**config.mk**
```make
export PLATFORM = sky130hd
export DESIGN_NAME = mem_arbiter
export DESIGN_NICKNAME = d
export VERILOG_FILES = /design/src/rtl/mem_arbiter.sv
export SDC_FILE = /design/constraint.sdc
export NUM_CORES = 1
export LEC_CHECK = 0
export CAP_MARGIN = 20
export CORE_MARGIN = 10
export CORE_UTILIZATION = 35
export CTS_CLUSTER_SIZE = 28
export DETAILED_ROUTE_END_ITERATION = 7
export PLACE_DENSITY_LB_ADDON = 0.08
export SLEW_MARGIN = 40
export SYNTH_ARGS = -nofsm -noshare
export SYNTH_HDL_FRONTEND = slang
export SYNTH_SLANG_ARGS = --single-unit
```
**constraint.sdc**
```tcl
create_clock -name clock -period 4.1 [get_ports clock]
set_input_delay 0.82 -clock clock [delete_from_list [all_inputs] [get_ports clock]]
set_output_delay 0.82 -clock clock [all_outputs]
set_load 0.01 [all_outputs]
```
**src/rtl/mem_arbiter.sv**
```systemverilog
// Two-master round-robin arbiter in front of the single mem_if Avalon-MM slave.
// Read responses are steered back to their issuer through an in-order tag FIFO.
module mem_arbiter #(
  parameter int ADDR_WIDTH = 20,
  parameter int DATA_WIDTH = 16,
  parameter int BE_WIDTH   = DATA_WIDTH / 8,
  parameter int MAX_HOLD   = 16,
  parameter int TAG_DEPTH  = 4,
  parameter int TAG_AW     = 2
) (
  input  logic                  clock,
  input  logic                  reset,
  input  logic [ADDR_WIDTH-1:0] m0_address,
  input  logic [BE_WIDTH-1:0]   m0_byteenable,
  input  logic                  m0_read,
  input  logic                  m0_write,
  input  logic [DATA_WIDTH-1:0] m0_writedata,
  output logic [DATA_WIDTH-1:0] m0_readdata,
  output logic                  m0_readdataready,
  output logic                  m0_waitrequest,
  input  logic [ADDR_WIDTH-1:0] m1_address,
  input  logic [BE_WIDTH-1:0]   m1_byteenable,
  input  logic                  m1_read,
  input  logic                  m1_write,
  input  logic [DATA_WIDTH-1:0] m1_writedata,
  output logic [DATA_WIDTH-1:0] m1_readdata,
  output logic                  m1_readdataready,
  output logic                  m1_waitrequest,
  output logic [ADDR_WIDTH-1:0] s_address,
  output logic [BE_WIDTH-1:0]   s_byteenable,
  output logic                  s_read,
  output logic                  s_write,
  output logic [DATA_WIDTH-1:0] s_writedata,
  input  logic [DATA_WIDTH-1:0] s_readdata,
  input  logic                  s_readdataready,
  input  logic                  s_waitrequest,
  output logic                  err_unexpected
);

  localparam int HOLD_W = $clog2(MAX_HOLD + 1);
  localparam logic [HOLD_W-1:0] HOLD_MAX     = HOLD_W'(MAX_HOLD);
  localparam logic [TAG_AW:0]   TAG_FULL_CNT = (TAG_AW + 1)'(TAG_DEPTH);

  typedef enum logic [1:0] {IDLE = 2'd0, OWN0 = 2'd1, OWN1 = 2'd2} state_t;

  state_t              state_reg, state_next;
  logic                last_owner_reg;
  logic [HOLD_W-1:0]   hold_cnt_reg, hold_cnt_next, hold_cnt_inc;
  logic                hold_limit;
  logic                err_reg;

  logic                tag_mem_reg [TAG_DEPTH];
  logic [TAG_AW-1:0]   wr_ptr_reg, rd_ptr_reg;
  logic [TAG_AW:0]     count_reg;
  logic                fifo_empty, tag_full, push, pop, head_tag;

  logic                req0, req1;
  logic                sel_read, sel_write, sel_rd_only;
  logic                active, stall, accept, owner_id;
  logic [1:0]          own_sel, wait_vec, rdr_vec;

  assign req0 = m0_read | m0_write;
  assign req1 = m1_read | m1_write;

  // State register
  always_ff @(posedge clock) begin
    if (reset) begin
      state_reg      <= IDLE;
      last_owner_reg <= 1'b1;
      hold_cnt_reg   <= '0;
    end else begin
      state_reg    <= state_next;
      hold_cnt_reg <= hold_cnt_next;
      if (state_next != state_reg && state_next != IDLE)
        last_owner_reg <= (state_next == OWN1);
    end
  end

  // Hold limit includes this cycle's accept so the owner gets exactly MAX_HOLD transfers.
  assign hold_cnt_inc = (accept && hold_cnt_reg != HOLD_MAX) ? hold_cnt_reg + 1'b1 : hold_cnt_reg;
  assign hold_limit   = (hold_cnt_inc == HOLD_MAX);

  // Next-state logic
  always_comb begin
    state_next = state_reg;
    case (state_reg)
      IDLE: begin
        if (req0 && req1)
          state_next = last_owner_reg ? OWN0 : OWN1;
        else if (req0)
          state_next = OWN0;
        else if (req1)
          state_next = OWN1;
      end
      OWN0: begin
        if (!req0)
          state_next = req1 ? OWN1 : IDLE;
        else if (hold_limit && req1)
          state_next = OWN1;
      end
      OWN1: begin
        if (!req1)
          state_next = req0 ? OWN0 : IDLE;
        else if (hold_limit && req0)
          state_next = OWN0;
      end
      default: state_next = IDLE;
    endcase
    hold_cnt_next = (state_next != state_reg && state_next != IDLE) ? '0 : hold_cnt_inc;
  end

  // Output mux from the current owner
  always_comb begin
    sel_read     = 1'b0;
    sel_write    = 1'b0;
    s_address    = '0;
    s_byteenable = '0;
    s_writedata  = '0;
    case (state_reg)
      OWN0: begin
        sel_read     = m0_read;
        sel_write    = m0_write;
        s_address    = m0_address;
        s_byteenable = m0_byteenable;
        s_writedata  = m0_writedata;
      end
      OWN1: begin
        sel_read     = m1_read;
        sel_write    = m1_write;
        s_address    = m1_address;
        s_byteenable = m1_byteenable;
        s_writedata  = m1_writedata;
      end
      default: ;
    endcase
  end

  assign own_sel     = {state_reg == OWN1, state_reg == OWN0};
  assign owner_id    = (state_reg == OWN1);
  assign active      = ~reset & (state_reg != IDLE);
  assign sel_rd_only = sel_read & ~sel_write;
  assign stall       = s_waitrequest | (sel_rd_only & tag_full);
  assign s_read      = active & sel_rd_only & ~tag_full;
  assign s_write     = active & sel_write;
  assign accept      = active & (sel_read | sel_write) & ~stall;
  assign push        = accept & sel_rd_only;

  // A pop in the same cycle frees a slot, so a full FIFO does not stall then.
  assign fifo_empty = (count_reg == '0);
  assign pop        = s_readdataready & ~fifo_empty;
  assign tag_full   = (count_reg == TAG_FULL_CNT) & ~pop;
  assign head_tag   = tag_mem_reg[rd_ptr_reg];

  always_ff @(posedge clock) begin
    if (push)
      tag_mem_reg[wr_ptr_reg] <= owner_id;
  end

  always_ff @(posedge clock) begin
    if (reset) begin
      wr_ptr_reg <= '0;
      rd_ptr_reg <= '0;
      count_reg  <= '0;
      err_reg    <= 1'b0;
    end else begin
      if (push)
        wr_ptr_reg <= wr_ptr_reg + 1'b1;
      if (pop)
        rd_ptr_reg <= rd_ptr_reg + 1'b1;
      if (push && !pop)
        count_reg <= count_reg + 1'b1;
      else if (pop && !push)
        count_reg <= count_reg - 1'b1;
      if (s_readdataready && fifo_empty)
        err_reg <= 1'b1;
    end
  end

  for (genvar gi = 0; gi < 2; gi++) begin : g_port
    assign wait_vec[gi] = reset | ~own_sel[gi] | stall;
    assign rdr_vec[gi]  = ~reset & pop & (head_tag == 1'(gi));
  end

  assign m0_waitrequest   = wait_vec[0];
  assign m1_waitrequest   = wait_vec[1];
  assign m0_readdataready = rdr_vec[0];
  assign m1_readdataready = rdr_vec[1];
  assign m0_readdata      = s_readdata;
  assign m1_readdata      = s_readdata;
  assign err_unexpected   = err_reg;

endmodule

```
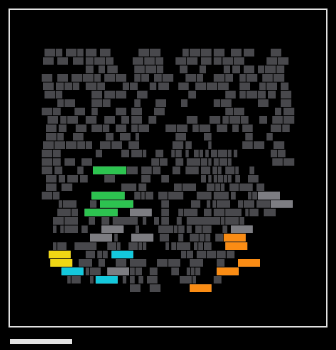
registers.png
Bar = 20 µm. Other sequential cells in the stronger grey, the rest of the logic in the fainter grey.
yellow -> `wr_ptr_reg`  # sequential cells 2
green -> `tag_mem_reg`  # sequential cells 4
cyan -> `count_reg`  # sequential cells 3
orange -> `hold_cnt_reg`  # sequential cells 5
not coloured = 8
sequential share of cell area: 0.134
sequential cell area in the final layout: 480 µm²

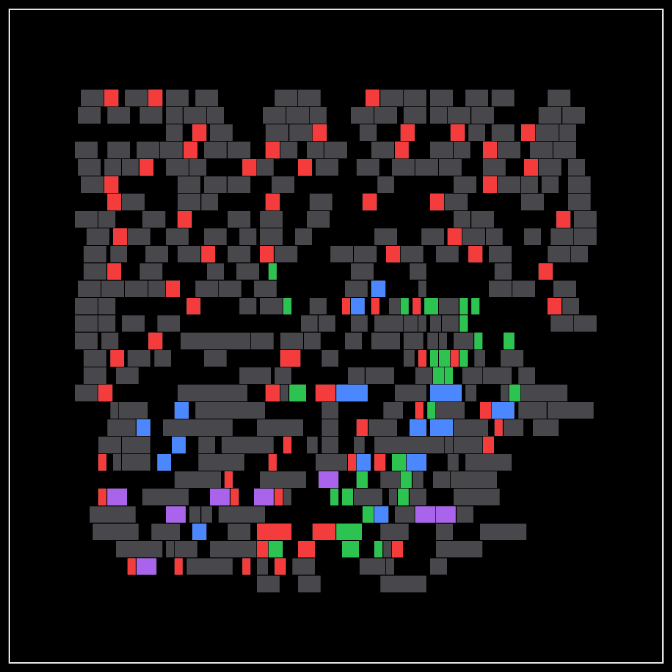
gate_families.png
green -> NAND gates  # cells 28
purple -> XOR/XNOR gates  # cells 8
blue -> AND and OR gates  # cells 15
red -> NOR gates  # cells 69
non-filler cells in the finished layout: 467
most frequently placed logic cell in the final layout: sky130_fd_sc_hd__clkdlybuf4s50_1

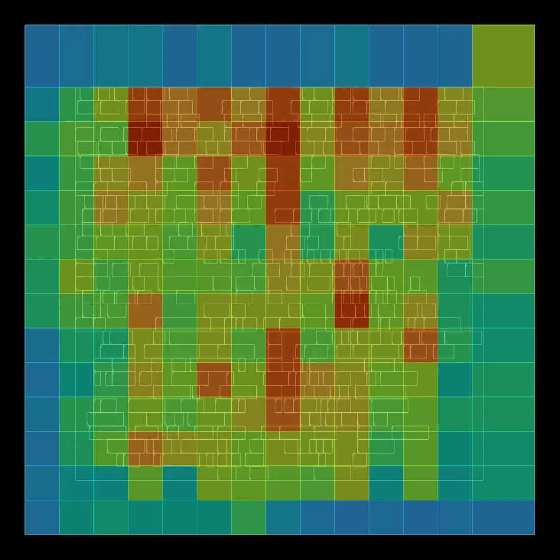
final_congestion.png
met2 usage: 0.286
met3 track demand over resource in global routing: 0.0337
Total Routing Usage GR: 0.153
routed length per instance: 18.5 µm
grt met1 use: 0.172

tightest hold or removal path, cell delays in order (launching register included):
cell	delay, ns
sky130_fd_sc_hd__dfxtp_1	0.34
sky130_fd_sc_hd__a21oi_1	0.04
sky130_fd_sc_hd__nor2_1	0.08
power breakdown:
group	switching, mW	internal, mW
clock	0.0755	0.131
sequential	0.0326	0.254
combinational	0.423	0.432
total	0.531	0.816
path summary, 6_finish.rpt:
path,endpoint,cells after the start,startpoint
worst min register to register,err_unexpected,2,err_unexpected
worst max-delay path,s_read,8,state_reg[1]
worst max register to register,count_reg[2],14,state_reg[1]
worst min-delay path,err_unexpected,2,err_unexpected
synthesized netlist by cell type, types with 2 or more instances:
master and n:
sky130_fd_sc_hd__or4b_4 2, sky130_fd_sc_hd__xor2_1 3, sky130_fd_sc_hd__edfxtp_1 4, sky130_fd_sc_hd__or3_1 2
sky130_fd_sc_hd__a211oi_1 6, sky130_fd_sc_hd__a21oi_1 7, sky130_fd_sc_hd__dfxtp_1 18, sky130_fd_sc_hd__mux2_2 2
sky130_fd_sc_hd__buf_1 3, sky130_fd_sc_hd__nor2_1 18, sky130_fd_sc_hd__mux2i_1 2, sky130_fd_sc_hd__nand2_1 13
sky130_fd_sc_hd__xnor2_1 5, sky130_fd_sc_hd__inv_1 13, sky130_fd_sc_hd__nand2b_1 2, sky130_fd_sc_hd__ha_1 11
sky130_fd_sc_hd__a22oi_1 41, sky130_fd_sc_hd__nor4b_1 2, sky130_fd_sc_hd__o211ai_2 3, sky130_fd_sc_hd__nor3_1 7
sky130_fd_sc_hd__and2_1 4, sky130_fd_sc_hd__or2_2 2, sky130_fd_sc_hd__or4b_1 2, sky130_fd_sc_hd__clkbuf_1 16
sky130_fd_sc_hd__nand3_1 9, sky130_fd_sc_hd__nor2b_1 38, sky130_fd_sc_hd__nand3b_1 2, sky130_fd_sc_hd__o21ai_0 5
sky130_fd_sc_hd__buf_4 32
final cells by class:
| class | count | area, µm² | share of cell area |
|---|---|---|---|
| Clock buffer | 3 | 41.3 | 0.0115 |
| Clock inverter | 1 | 30.0 | 0.00840 |
| Inverter | 13 | 48.8 | 0.0136 |
| Multi-Input combinational cell | 213 | 1520 | 0.426 |
| Sequential cell | 22 | 480 | 0.134 |
| Tap cell | 77 | 96.3 | 0.0269 |
| Timing Repair Buffer | 138 | 1360 | 0.379 |
cell families after synthesis:
kind of cell	count (synthesis)
AND-OR/OR-AND	76
flip-flops	22
XOR/XNOR	8
buffers and inverters	64
AND/OR/NAND/NOR	112
adder cells (fa/ha/maj)	12
multiplexers	5
per-stage QoR:
step            util  std cells  setup slack (ns)  area, µm²
3_3_place_gp   0.543        463             0.410       3500
4_1_cts        0.554        467             0.479       3580
6_report       0.554        467             0.512       3580
2_1_floorplan      -        299             0.798       2360
3_5_place_dp   0.543        463             0.363       3500
5_1_grt        0.554        467             0.182       3580
metal layers:
layer  wire length [µm]  part of all wire
met1               3250              0.38
met2               4800              0.56
met3                487             0.056
met4                108             0.012
met5                  0                 0
==> ci_impl_report.md <==
## Implementation flow summary

| Metric | Value |
|---|---|
| Max-Slew Margin vs Limit | `0.654` |
| Fraction of synthesized cell area in xor and xnor cells | `0.0296` |
| Pwr Density | `377 nW/µm²` |
| Adder Area Share | `0.0667` |
| Sequential fraction of the synthesis area | `0.203` |
| Critical path's slowest cell | `sky130_fd_sc_hd__clkdlybuf4s50_1` |
| Leak | `1.19 nW` |
| PortBufs | `128` |
| Count of antenna diodes in the layout | `0` |
| Per-instance average area after synthesis | `7.90 µm²` |
| Fraction of the mapped netlist area in compound gates | `0.243` |
| Fillers | `607` |
| Total Power | `1.35 mW` |
| Worst Hold Class | `reg2reg` |
| ANT nets after route | `0` |
| Stage delay of the slowest cell on the critical path | `0.65 ns` |
| Family of cells with the greatest summed delay on the critical path | `buffers and inverters` |
| Post-cts gate resize count | `0` |
| Height of the die | `102 µm` |
| Share of the clock period used by the worst path | `0.875` |
| Flops out of synthesis | `22` |
| Endpoint arrival time on the critical path | `2.77 ns` |
| Via count of the first global-routing pass | `2466` |
| Worst Clk Skew | `0.00557 ns` |
| Required time worst endpoint | `3.28 ns` |
| Reg clk slew, reported paths | `0.09 ns` |
| Slew at the pin closest to its max-slew limit | `0.516 ns` |
| Status | `finished clean` |
| Cell taking the most area after synthesis | `sky130_fd_sc_hd__dfxtp_1` |
| Commonest flop | `sky130_fd_sc_hd__dfxtp_1` |
| Buffer cell driving the clock tree root | `sky130_fd_sc_hd__clkbuf_8` |
| Peak supply drop | `0.000209 V` |
| Placement Rows | `29` |
| Vias per cell | `5.19` |
| Highest fanout seen on the critical path | `16` |
| Critical path buffer and inverter count | `4` |
No activity file was given, so power comes from the tool's default toggle rates.
